**Run 1: supply network**

The bar under the picture is 20 microns long. Pins as bars on the die edge. Tap cells in gray.
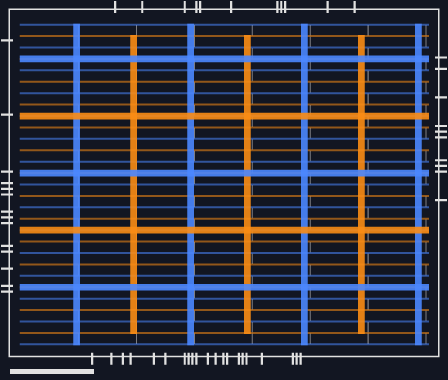
**Run 1: placement by cell class**

The bar under the picture is 20 microns long.
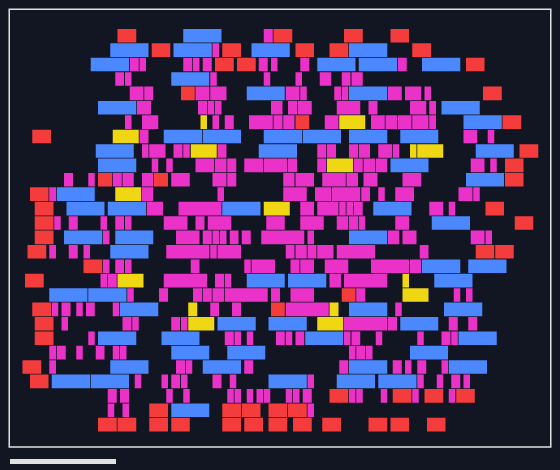
**Run 1: routed clock nets over the placement**

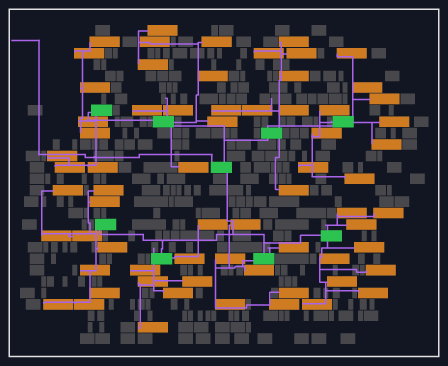
--- src/rtl/bcd_serial_adder.sv ---
// Digit-serial packed-BCD adder: one digit per clock, least-significant first,
// with the decimal carry rippled through a register between digits.

module bcd_digit_add (
  input  logic [3:0] a,
  input  logic [3:0] b,
  input  logic       cin,
  output logic [3:0] d,
  output logic       cout
);
  logic [4:0] t;
  logic [4:0] t_adj;

  always_comb begin
    t     = {1'b0, a} + {1'b0, b} + {4'b0, cin};
    t_adj = t + 5'd6;
    d     = t[3:0];
    cout  = 1'b0;
    // Digits above 9 are not trapped; they fall through the same >9 correction.
    if (t > 5'd9) begin
      d    = t_adj[3:0];
      cout = 1'b1;
    end
  end
endmodule

module bcd_serial_adder #(
  parameter int DIGITS = 4
) (
  input  logic                  clk,
  input  logic                  rst_n,
  input  logic                  start,
  input  logic [4*DIGITS-1:0]   a,
  input  logic [4*DIGITS-1:0]   b,
  input  logic                  carry_in,
  output logic                  busy,
  output logic                  done,
  output logic [4*DIGITS-1:0]   sum,
  output logic                  carry_out,
  output logic                  invalid
);
  localparam int IW = (DIGITS > 1) ? $clog2(DIGITS) : 1;

  typedef enum logic {IDLE, RUN} state_t;

  state_t                 state_q, state_d;
  logic [IW-1:0]          idx_q, idx_d;
  logic [DIGITS-1:0][3:0] a_q, a_d, b_q, b_d;
  logic [DIGITS-1:0][3:0] work_q, work_d;
  logic [DIGITS-1:0][3:0] sum_q, sum_d;
  logic                   c_q, c_d;
  logic                   carry_out_q, carry_out_d;
  logic                   invalid_q, invalid_d;
  logic                   done_q, done_d;

  logic [3:0]             dig_sum;
  logic                   dig_cout;
  logic [DIGITS-1:0]      digit_bad;

  bcd_digit_add u_dig (
    .a    (a_q[idx_q]),
    .b    (b_q[idx_q]),
    .cin  (c_q),
    .d    (dig_sum),
    .cout (dig_cout)
  );

  for (genvar i = 0; i < DIGITS; i++) begin : g_bad
    assign digit_bad[i] = (a_q[i] > 4'd9) | (b_q[i] > 4'd9);
  end

  always_comb begin
    state_d     = state_q;
    idx_d       = idx_q;
    a_d         = a_q;
    b_d         = b_q;
    c_d         = c_q;
    work_d      = work_q;
    sum_d       = sum_q;
    carry_out_d = carry_out_q;
    invalid_d   = invalid_q;
    done_d      = 1'b0;
    case (state_q)
      IDLE: begin
        if (start) begin
          a_d     = a;
          b_d     = b;
          c_d     = carry_in;
          idx_d   = '0;
          work_d  = '0;
          state_d = RUN;
        end
      end
      RUN: begin
        work_d[idx_q] = dig_sum;
        c_d           = dig_cout;
        idx_d         = idx_q + IW'(1);
        if (idx_q == IW'(DIGITS - 1)) begin
          sum_d       = work_d;
          carry_out_d = dig_cout;
          invalid_d   = |digit_bad;
          done_d      = 1'b1;
          state_d     = IDLE;
        end
      end
      default: state_d = IDLE;
    endcase
  end

  always_ff @(posedge clk) begin
    if (!rst_n) begin
      state_q     <= IDLE;
      idx_q       <= '0;
      a_q         <= '0;
      b_q         <= '0;
      c_q         <= 1'b0;
      work_q      <= '0;
      sum_q       <= '0;
      carry_out_q <= 1'b0;
      invalid_q   <= 1'b0;
      done_q      <= 1'b0;
    end else begin
      state_q     <= state_d;
      idx_q       <= idx_d;
      a_q         <= a_d;
      b_q         <= b_d;
      c_q         <= c_d;
      work_q      <= work_d;
      sum_q       <= sum_d;
      carry_out_q <= carry_out_d;
      invalid_q   <= invalid_d;
      done_q      <= done_d;
    end
  end

  assign busy      = (state_q == RUN);
  assign done      = done_q;
  assign sum       = sum_q;
  assign carry_out = carry_out_q;
  assign invalid   = invalid_q;
endmodule

--- config.mk ---
export PLATFORM = sky130hd
export DESIGN_NAME = bcd_serial_adder
export DESIGN_NICKNAME = d
export VERILOG_FILES = /design/src/rtl/bcd_serial_adder.sv
export SDC_FILE = /design/constraint.sdc
export NUM_CORES = 1
export LEC_CHECK = 0
export CAP_MARGIN = 40
export CORE_ASPECT_RATIO = 0.8
export CORE_MARGIN = 2
export CORE_UTILIZATION = 40
export CTS_CLUSTER_DIAMETER = 80
export DETAILED_ROUTE_END_ITERATION = 16
export SYNTH_ARGS = -nofsm -noshare
export SYNTH_HDL_FRONTEND = slang
export SYNTH_SLANG_ARGS = --single-unit
export TNS_END_PERCENT = 5
--- constraint.sdc ---
create_clock -name clk -period 4.18 [get_ports clk]
set_clock_uncertainty 0.05 [all_clocks]
set_input_delay 0.627 -clock clk [delete_from_list [all_inputs] [get_ports clk]]
set_output_delay 0.627 -clock clk [all_outputs]
set_load 0.02 [all_outputs]
==> impl_metrics.py, run 1 <==
# Metrics from the implementation run
metrics = {
    "sta": {
        "grt_setup_unrepaired": "no",
        "slew_headroom_pct": 50.27,
        "finalCriticalPeriod_ns": 3.664,
        "worst_slew_pin_tran_ns": 0.7450,
        "timing.hold.ws_ns": 0.4055,
        "timing.final.max_slew_violations": 0,
        "share_of_the_cycle_needed_by_the_critical_path_after_routing_pct": 87.66,
        "final-hold-violation-count": 0,
    },
    "finish": {
        "nNetsFinal": 450,
        "area.share.combinational_pct": 41.52,
        "dominant_cells": "combinational gates",
        "seq_area_share_pct": 34.72,
        "nNonClkBuffers": 61,
        "nFlopsAndLatches": 67,
        "logic_gates": 259,
        "final_common_cell": "nand2_1",
        "clockBufferCount": 14,
        "ff_latch_area_sq_um": 1341,
        "mi_logic_area_sq_um": 1604,
        "final_util_pct": 52.02,
        "n_fill_cell": 716,
        "post-route-cell-area_sq_um": 3864,
        "area_growth_pct": 25.78,
        "clock_tree_area_fraction_pct": 4.469,
    },
    "synthesis": {
        "top_logic_kind": "AND-OR/OR-AND gates",
        "share_of_synthesized_area_spent_on_multiplexers_pct": 8.310,
        "post_synth_fa_ha_maj_area_fraction_pct": 4.969,
        "synth_warnings": 0,
        "xor_share_pct": 0.2851,
        "synth.top_cell.area_share_pct": 43.67,
        "netlist_area_sq_um": 3072,
        "yosys.cell_count.top_type": "nand2_1",
        "synthFlopType": "dfxtp_1",
        "yosysCellCount": 360,
        "postSynthCellCount": 360,
        "numSynthFlops": 67,
        "synthesis.nets": 407,
        "post_synth_and_or_nand_nor_area_fraction_pct": 19.14,
        "share_of_synthesized_area_occupied_by_flip_flops_and_latches_pct": 43.67,
    },
    "pwr": {
        "seq_pwr_share_pct": 48.9,
        "pwr.group.combinational_w": 0.000245,
        "power_report.internal_total_w": 0.001020,
        "total_power_w": 0.001407,
        "clkPwrFrac_pct": 33.7,
        "power.switching_w": 0.0003869,
    },
    "global_routing": {
        "overflow": 0,
        "global_route.usage.met2_pct": 28.62,
        "global_route.peak_usage_layer": "met2",
        "grt_first_pass_wirelength_microns": 12610,
    },
    "placed_design": {
        "dp.final_hpwl_microns": 5654,
        "gp_congestion": 0.9267,
        "placement_stage_worst_setup_slack_ns": 0.5515,
        "dp_cells": 497,
        "place.port_buffers": 55,
    },
    "min_path": {
        "worstHoldStart": "sum[3]",
    },
    "critical_path": {
        "setup.worst_path.end": "work_q[2]",
        "worst_setup_path_start_kind": "flip-flop",
        "worstPathCellList": "mux4_2 -> fa_1 -> fa_1 -> xnor2_1 -> ha_1 -> a32oi_1 -> and3_4 -> nor2_2 -> mux2_4 -> o31ai_2",
        "setup.worst_path.start": "idx_q[0]",
        "crit_path_end_kind": "flip-flop",
        "required_ns": 4.39,
        "worstSetupPathType": "reg2reg",
        "worstPathArrival_ns": 3.87,
    },
    "drt": {
        "route.vias.total": 2711,
        "dr.max_layer_used": "met4",
        "met1_wire_length_microns": 3988,
        "ant_nets": 0,
        "drt_first_pass_iters": 5,
        "drc": 0,
        "detailroute.wirelength.met3_microns": 463,
    },
    "cts": {
        "clock_path_buffers": 2,
        "cts.reportedPaths.clkPinSlew_ns": 0.06,
        "post-cts-setup-buffers": 0,
        "clock_insertion_delay_worst_skew_ns": 0.34,
        "cts.htree.levels": 3,
        "clkSinkCount": 67,
        "tritoncts.num_buffers": 9,
        "cts_hold_buffers": 0,
        "post_cts_resized": 0,
    },
    "status": {
        "status": "complete, no violations",
    },
    "floorplanning": {
        "core_rows": 28,
        "n_tap_cell": 105,
        "die_w_microns": 102.0,
    },
    "flow_run": {
        "maxCapViolations": 0,
    },
}
-- 'supply network' (at the start) --
[blue] VSS
[orange] VDD
met4 straps: 7
met1 rails: 29
rows: 28
met5 straps: 5

-- 'placement by cell class' (at the start) --
[red] remaining buffers and delay cells | cells: 61 | share of their area: 16%
[magenta] remaining logic cells | cells: 264 | share of their area: 43%
[blue] registers | cells: 67 | share of their area: 36%
[yellow] clock drivers and dummy loads | cells: 16 | share of their area: 4.6%

-- 'routed clock nets over the placement' (at the start) --
[orange] flip-flops | count: 67
[green] clock-net drivers | count: 9
[purple] clock wires | length: 814 microns
routed clock nets: 10

**Run 1: placement view**

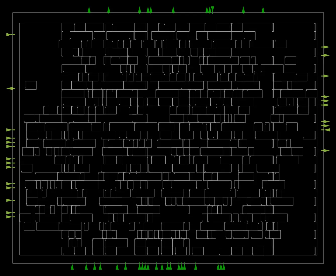

==> run 2: changes to the inputs <==
--- a/config.mk
+++ b/config.mk
@@ -6,4 +6,5 @@
 export NUM_CORES = 1
 export LEC_CHECK = 0
+export ABC_AREA = 1
 export CAP_MARGIN = 40
 export CORE_ASPECT_RATIO = 0.8
==> constraint.sdc (replaced) <==
create_clock -name clk -period 4.18 [get_ports clk]
set_clock_uncertainty 0.05 [all_clocks]
set_input_delay 0.836 -clock clk [delete_from_list [all_inputs] [get_ports clk]]
set_output_delay 0.836 -clock clk [all_outputs]
set_load 0.02 [all_outputs]
**Run 2: placement view**

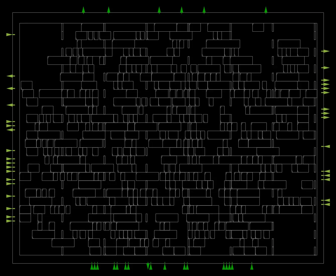
fill cell instance count of the final layout: 737
Std-Cell Core Area: 7427 sq um
Non-Filler Instances: 568
Core Rows: 28
proportion of cell area occupied by registers: 34.38%

==> impl_metrics.py, run 2 <==
# Metrics from the implementation run
metrics = {
    "status": {
        "status": "complete, no violations",
    },
    "finish": {
        "layout-drive-gt1-share_pct": 10.15,
        "area_growth_pct": 27.01,
        "area.share.combinational_pct": 39.99,
        "clock_tree_area_fraction_pct": 4.650,
        "nFlopsAndLatches": 67,
        "post-route-cell-area_sq_um": 3901,
        "final_common_cell": "nor2_1",
        "nNetsFinal": 507,
        "clockBufferCount": 11,
        "mi_logic_area_sq_um": 1560,
        "ff_latch_area_sq_um": 1341,
    },
    "sta": {
        "final-hold-violation-count": 0,
        "slew_headroom_pct": 59.71,
        "share_of_the_cycle_needed_by_the_critical_path_after_routing_pct": 88.87,
        "timing.final.max_slew_violations": 0,
        "worst_slew_pin_tran_ns": 0.6035,
        "grt_setup_unrepaired": "no",
        "timing.hold.ws_ns": 0.4000,
        "finalCriticalPeriod_ns": 3.715,
    },
    "critical_path": {
        "cp_top_family": "adder cells",
        "worstPathArrival_ns": 3.86,
        "required_ns": 4.33,
        "regToRegEndpoint": "work_q[6]",
        "worstSetupPathType": "reg2reg",
        "setup.worst_path.start": "idx_q[0]",
        "worst_setup_path_start_kind": "flip-flop",
        "setup.worst_path.end": "work_q[6]",
    },
    "drt": {
        "route.vias.total": 2848,
        "met1_wire_length_microns": 4138,
        "detail_route.wl_per_cell_microns": 13.78,
        "dr.max_layer_used": "met4",
        "detailroute.wirelength.met3_microns": 472,
        "ant_nets": 0,
    },
    "pwr": {
        "power_report.internal_total_w": 0.001138,
        "pwr.group.combinational_w": 0.000473,
        "seq_pwr_share_pct": 41.5,
        "clkPwrFrac_pct": 30.6,
        "power.switching_w": 0.0005610,
        "total_power_w": 0.001699,
        "power_per_cell_area_nw_per_um2": 435.6,
    },
    "floorplanning": {
        "n_tap_cell": 105,
        "die_w_microns": 102.0,
    },
    "cts": {
        "cts_hold_buffers": 0,
        "tritoncts.num_buffers": 9,
        "clock_insertion_delay_worst_skew_ns": 0.34,
        "post-cts-setup-buffers": 0,
        "cts.htree.levels": 3,
        "clock_path_buffers": 2,
        "clkSinkCount": 67,
    },
    "synthesis": {
        "postSynthCellCount": 408,
        "post_synth_and_or_nand_nor_area_fraction_pct": 26.64,
        "share_of_synthesized_area_spent_on_multiplexers_pct": 0,
        "synthFlopType": "dfxtp_1",
        "synth_warnings": 0,
        "yosys.cell_count.top_type": "nor2_1",
        "yosysCellCount": 408,
        "top_logic_kind": "simple AND/OR/NAND/NOR gates",
        "synthesis.nets": 455,
        "numSynthFlops": 67,
        "xor_share_pct": 0.2851,
        "synth.top_cell.area_share_pct": 43.67,
        "netlist_area_sq_um": 3072,
        "share_of_synthesized_area_occupied_by_flip_flops_and_latches_pct": 43.67,
    },
    "global_routing": {
        "global_route.peak_usage_layer": "met2",
        "grt_first_pass_wirelength_microns": 12880,
        "number_of_antenna_violations_at_the_first_check_in_global_routing": 0,
        "grt_max_degree": 40,
    },
    "placed_design": {
        "place.port_buffers": 55,
        "dp.final_hpwl_microns": 5603,
        "dp_cells": 554,
        "placement_stage_worst_setup_slack_ns": 0.5307,
        "gp_congestion": 0.8474,
    },
    "flow_run": {
        "maxCapViolations": 0,
    },
    "min_path": {
        "worstHoldStart": "sum[1]",
    },
}
**Run 2: placement by cell class**

The bar under the picture is 20 microns long.
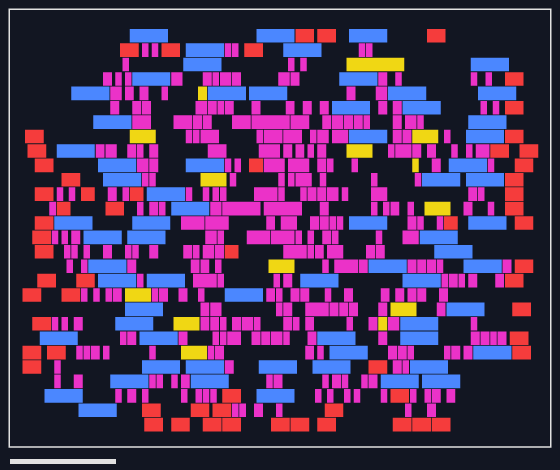
[blue] registers | cells: 67 | share of their area: 36%
[yellow] clock drivers and dummy loads | cells: 14 | share of their area: 4.8%
[magenta] remaining logic cells | cells: 321 | share of their area: 44%
[red] remaining buffers and delay cells | cells: 61 | share of their area: 16%

Power figures rest on the tool's default switching activity, not on a simulated workload.
